[src/rtl/endec_axis_sequencer.sv]
// Job sequencer between the 64-bit AXI-Stream host link and the encoder/decoder core:
// config beat, data packet, core start/wait, then the result packet back to the host.
module endec_axis_sequencer #(
   parameter int DATA_W      = 64,
   parameter int GEN_POLY_W  = 27,
   parameter int STATE_W     = 8,
   parameter int ENC_W       = 128,
   parameter int DEC_W       = 384,
   parameter int TIMEOUT_CYC = 4096
) (
   input  logic                  sys_clk,
   input  logic                  rst_n,
   input  logic [DATA_W-1:0]     s_axis_tdata,
   input  logic                  s_axis_tvalid,
   input  logic                  s_axis_tlast,
   output logic                  s_axis_tready,
   output logic [DATA_W-1:0]     m_axis_tdata,
   output logic                  m_axis_tvalid,
   output logic                  m_axis_tlast,
   input  logic                  m_axis_tready,
   output logic                  o_code_rate,
   output logic [GEN_POLY_W-1:0] o_gen_poly_flat,
   output logic [STATE_W-1:0]    o_prv_encoder_state,
   output logic [ENC_W-1:0]      o_encoder_frame,
   output logic [DEC_W-1:0]      o_decoder_frame,
   output logic                  o_core_en,
   output logic                  o_core_start,
   input  logic [DEC_W-1:0]      i_encoder_data,
   input  logic                  i_encoder_done,
   input  logic [ENC_W-1:0]      i_decoder_data,
   input  logic                  i_decoder_done,
   output logic                  o_busy,
   output logic                  o_err_framing,
   output logic                  o_err_timeout
);
   localparam int FRAME_W = ENC_W + DEC_W;
   localparam int BEATS   = FRAME_W / DATA_W;
   localparam int CNT_W   = $clog2(BEATS);
   localparam int TO_W    = $clog2(TIMEOUT_CYC);

   typedef enum logic [2:0] {S_CFG, S_DATA, S_START, S_WAIT, S_SEND} state_t;

   state_t                   state_q, state_d;
   logic                     run_q;
   logic [CNT_W-1:0]         in_cnt_q, out_cnt_q;
   logic [TO_W-1:0]          to_cnt_q;
   logic                     enc_flag_q, dec_flag_q;
   logic [FRAME_W-DATA_W-1:0] in_sreg_q;
   logic [FRAME_W-1:0]       out_sreg_q;
   logic [FRAME_W-1:0]       in_frame;
   logic                     in_fire, out_fire, last_beat, both_done, timeout, framing_err;

   // run_q keeps tready low while reset is asserted and for the first cycle after it
   assign s_axis_tready = run_q && (state_q == S_CFG || state_q == S_DATA);
   assign m_axis_tvalid = (state_q == S_SEND);
   assign m_axis_tdata  = out_sreg_q[FRAME_W-1 -: DATA_W];
   assign m_axis_tlast  = m_axis_tvalid && (out_cnt_q == CNT_W'(BEATS-1));
   assign o_core_start  = (state_q == S_START);
   assign o_core_en     = (state_q == S_START) || (state_q == S_WAIT);
   assign o_busy        = (state_q != S_CFG);

   assign in_fire   = s_axis_tvalid && s_axis_tready;
   assign out_fire  = m_axis_tvalid && m_axis_tready;
   assign last_beat = (in_cnt_q == CNT_W'(BEATS-1));
   assign in_frame  = {in_sreg_q, s_axis_tdata};
   assign both_done = (enc_flag_q || i_encoder_done) && (dec_flag_q || i_decoder_done);
   assign timeout   = (to_cnt_q == TO_W'(TIMEOUT_CYC-1));

   always_comb begin
      state_d     = state_q;
      framing_err = 1'b0;
      case (state_q)
         S_CFG:
            if (in_fire) begin
               if (s_axis_tlast) state_d = S_DATA;
               else              framing_err = 1'b1;
            end
         S_DATA:
            if (in_fire) begin
               if (s_axis_tlast != last_beat) framing_err = 1'b1;
               else if (last_beat)            state_d = S_START;
            end
         S_START: state_d = S_WAIT;
         S_WAIT:
            if (both_done)    state_d = S_SEND;
            else if (timeout) state_d = S_CFG;
         S_SEND:
            if (out_fire && out_cnt_q == CNT_W'(BEATS-1)) state_d = S_CFG;
         default: state_d = S_CFG;
      endcase
   end

   always_ff @(posedge sys_clk or negedge rst_n) begin
      if (!rst_n) begin
         state_q             <= S_CFG;
         run_q               <= 1'b0;
         in_cnt_q            <= '0;
         out_cnt_q           <= '0;
         to_cnt_q            <= '0;
         enc_flag_q          <= 1'b0;
         dec_flag_q          <= 1'b0;
         in_sreg_q           <= '0;
         out_sreg_q          <= '0;
         o_code_rate         <= 1'b0;
         o_gen_poly_flat     <= '0;
         o_prv_encoder_state <= '0;
         o_encoder_frame     <= '0;
         o_decoder_frame     <= '0;
         o_err_framing       <= 1'b0;
         o_err_timeout       <= 1'b0;
      end else begin
         state_q       <= state_d;
         run_q         <= 1'b1;
         o_err_framing <= framing_err;
         o_err_timeout <= (state_q == S_WAIT) && timeout && !both_done;
         case (state_q)
            S_CFG:
               if (in_fire && s_axis_tlast) begin
                  o_gen_poly_flat     <= s_axis_tdata[GEN_POLY_W-1:0];
                  o_code_rate         <= s_axis_tdata[GEN_POLY_W];
                  o_prv_encoder_state <= s_axis_tdata[GEN_POLY_W+STATE_W:GEN_POLY_W+1];
               end
            S_DATA:
               if (in_fire) begin
                  in_sreg_q <= in_frame[FRAME_W-DATA_W-1:0];
                  in_cnt_q  <= (s_axis_tlast || last_beat) ? '0 : in_cnt_q + 1'b1;
                  if (s_axis_tlast && last_beat) begin
                     o_decoder_frame <= in_frame[FRAME_W-1 -: DEC_W];
                     o_encoder_frame <= in_frame[ENC_W-1:0];
                  end
               end
            S_START: begin
               to_cnt_q   <= '0;
               enc_flag_q <= 1'b0;
               dec_flag_q <= 1'b0;
            end
            S_WAIT: begin
               // each result is parked in the output register on its own done, so
               // a core that drops its data after the pulse still returns it intact
               to_cnt_q <= to_cnt_q + 1'b1;
               if (i_decoder_done && !dec_flag_q) begin
                  out_sreg_q[FRAME_W-1 -: ENC_W] <= i_decoder_data;
                  dec_flag_q                     <= 1'b1;
               end
               if (i_encoder_done && !enc_flag_q) begin
                  out_sreg_q[DEC_W-1:0] <= i_encoder_data;
                  enc_flag_q            <= 1'b1;
               end
               if (timeout && !both_done) begin
                  enc_flag_q <= 1'b0;
                  dec_flag_q <= 1'b0;
               end
            end
            S_SEND:
               if (out_fire) begin
                  out_sreg_q <= out_sreg_q << DATA_W;
                  out_cnt_q  <= out_cnt_q + 1'b1;
               end
            default: ;
         endcase
      end
   end
endmodule

[config.mk]
export PLATFORM = sky130hd
export DESIGN_NAME = endec_axis_sequencer
export DESIGN_NICKNAME = d
export VERILOG_FILES = /design/src/rtl/endec_axis_sequencer.sv
export SDC_FILE = /design/constraint.sdc
export NUM_CORES = 2
export LEC_CHECK = 0
export ABC_CLOCK_PERIOD_IN_PS = 2510
export CORE_AREA = 2 2 463 465
export DETAILED_ROUTE_END_ITERATION = 8
export DIE_AREA = 0 0 465 467
export DONT_BUFFER_PORTS = 1
export PLACE_DENSITY = 0.5
export SYNTH_ARGS = -nofsm -noshare
export SYNTH_HDL_FRONTEND = slang
export SYNTH_SLANG_ARGS = --single-unit
[constraint.sdc]
create_clock -name sys_clk -period 2.51 [get_ports sys_clk]
set_input_delay 0.502 -clock sys_clk [delete_from_list [all_inputs] [get_ports sys_clk]]
set_output_delay 0.502 -clock sys_clk [all_outputs]
set_load 0.01 [all_outputs]
Fig. 1: cell classes on the final placement
Fill, decap, tap and diode cells in gray.
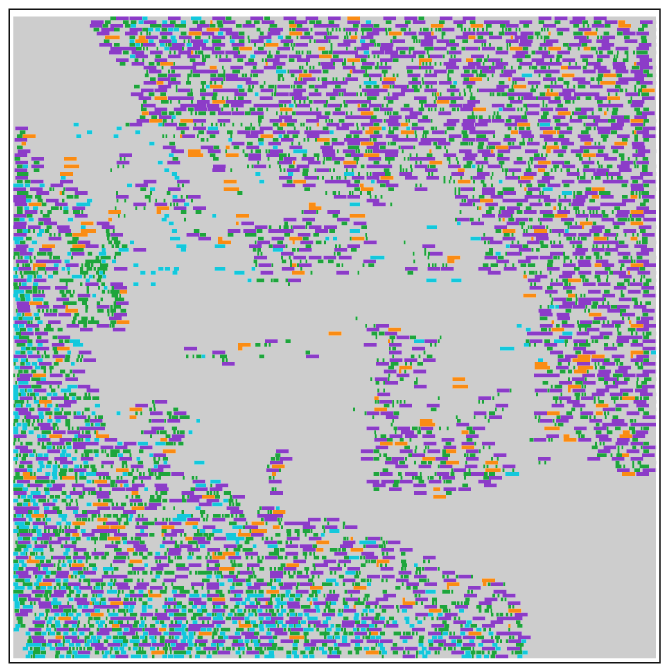
clock drivers and dummy loads -> orange  # cells 321
combinational and other logic -> green  # cells 3549
flops -> purple  # cells 1534
other buffers and delay cells -> cyan  # cells 721

Fig. 2: clock wiring as the flow saved it
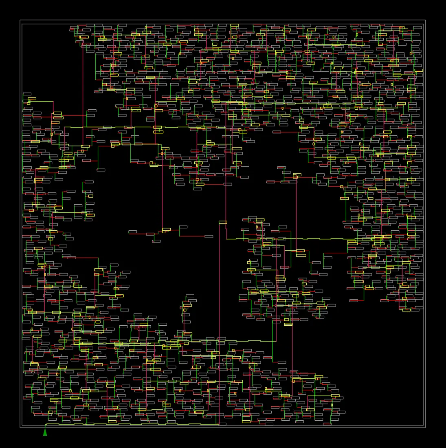
tally of clock buffers in the finished layout: 264
Sink Count: 1534

==> results.rst <==
Synthesis and place-and-route
=============================

.. list-table::
   :header-rows: 1

   * - Metric
     - Value
   * - Clock power share
     - ~36%
   * - Library cell occupying the most area in the post-synthesis netlist
     - sky130_fd_sc_hd__dfrtp_1
   * - Fraction of layout cells with a size suffix above 1
     - approximately a tenth
   * - Startpoint class of the critical path
     - flop
   * - Reg-to-reg setup timing slack
     - a little over 90 ps
   * - Total global-route track usage
     - 20.3%
   * - Met2 capacity usage during global routing
     - 31.5%
   * - Number of different library cells in the post-synthesis netlist
     - around 44
   * - Maximum level of the CTS H-tree
     - 4
   * - CP max FO
     - 23
   * - Mean area per synthesized cell
     - around 11 µm²
   * - Final Wtd Congestion
     - 0.905
   * - Met2 wire length
     - slightly above 100 mm
   * - Post-Place Cell Area
     - 64800 µm²
   * - Slowest stage cell, crit path
     - sky130_fd_sc_hd__dfrtp_2
   * - Fraction of synthesized area in multiplexers
     - 17.3%
   * - Ordered cell list for the critical path
     - nor2_4 -> nand2_4 -> inv_12 -> buf_4 -> buf_4 -> buf_12 -> buf_12 -> mux2i_1 -> o21ai_0
   * - Number of nets in the synthesized netlist
     - approximately 6100
   * - Number of maximum-capacitance constraint violations
     - 0
   * - Cell types occupying the most area after synthesis
     - sky130_fd_sc_hd__dfrtp_1, sky130_fd_sc_hd__nand2_1, sky130_fd_sc_hd__mux2_1, sky130_fd_sc_hd__mux2i_1, sky130_fd_sc_hd__o21ai_1
   * - Kind of cell with the highest combined delay on the critical path
     - buffers and inverters
   * - Share of synthesized cell area in and-or and or-and compound cells
     - around 4.5%
   * - Failing checks
     - negative hold slack
   * - TritonCTS buffer count
     - ~170
   * - Worst setup slack before clock tree synthesis
     - -1090 ps
   * - Cell count listed in synth_stat.txt
     - ~5500
   * - XOR-XNOR Cells, Area Fraction
     - less than 1%
   * - Number of failing hold endpoints at the final stage
     - roughly 420
   * - Final core utilization
     - a little over a third
   * - Maximum clock path buffer count
     - 3
   * - Run status
     - finished, violations left
   * - Worst hold margin
     - -657 ps
   * - TritonCTS clock tree
     - done
   * - Vias per inst
     - around 4.6
   * - Final worst path period need
     - around 2400 ps
   * - Die boundary width
     - about 470 µm
   * - Power per Cell Area
     - between 900 and 1000 nW/µm²
Fig. 3: wire density map
Scale bar: 100 µm. 23 x 23 tiles, from dark blue (low) to red (high), scaled to the fullest tile. Values are wire area over tile area, all layers added.
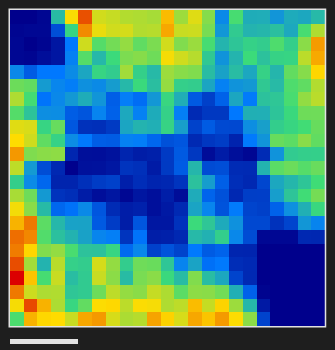
tiles over half the peak = 32%
fullest tile = 0.46
mean over tiles = 0.17
densest ninth of the die = south-west
nearly empty tiles = 8.5%

[cell type report]
class / instances / area, µm²
clock buffers: 264 / 5160
diodes: 54 / 135
well taps: 2821 / 3530
fillers: 20943 / 135000
repair buffers: 721 / 7640
flip-flops and latches: 1534 / 38400
clock inverters: 57 / 850
multi-input cells: 3540 / 21200
inverters: 9 / 46.3
[cell usage after synthesis, types with 2 or more instances]
library cell / count
sky130_fd_sc_hd__nor3_1: 3
sky130_fd_sc_hd__nand3b_1: 2
sky130_fd_sc_hd__buf_6: 33
sky130_fd_sc_hd__or3_1: 2
sky130_fd_sc_hd__and3_1: 2
sky130_fd_sc_hd__dfrtp_1: 1534
sky130_fd_sc_hd__mux2i_1: 448
sky130_fd_sc_hd__o21ai_0: 185
sky130_fd_sc_hd__buf_1: 16
sky130_fd_sc_hd__o22ai_1: 2
sky130_fd_sc_hd__a31oi_1: 4
sky130_fd_sc_hd__o31ai_1: 3
sky130_fd_sc_hd__o21ai_1: 338
sky130_fd_sc_hd__a21oi_1: 5
sky130_fd_sc_hd__inv_2: 2
sky130_fd_sc_hd__mux2_1: 401
sky130_fd_sc_hd__nand3_1: 15
sky130_fd_sc_hd__mux2_2: 150
sky130_fd_sc_hd__and4_1: 2
sky130_fd_sc_hd__a32oi_1: 2
sky130_fd_sc_hd__clkbuf_2: 6
sky130_fd_sc_hd__clkbuf_1: 110
sky130_fd_sc_hd__buf_4: 76
sky130_fd_sc_hd__ha_1: 7
sky130_fd_sc_hd__nand2_1: 1945
sky130_fd_sc_hd__and2_1: 3
sky130_fd_sc_hd__nor2_1: 6
sky130_fd_sc_hd__buf_2: 157
sky130_fd_sc_hd__inv_1: 6
sky130_fd_sc_hd__nand4_1: 3
Power figures rest on the tool's default switching activity, not on a simulated workload.
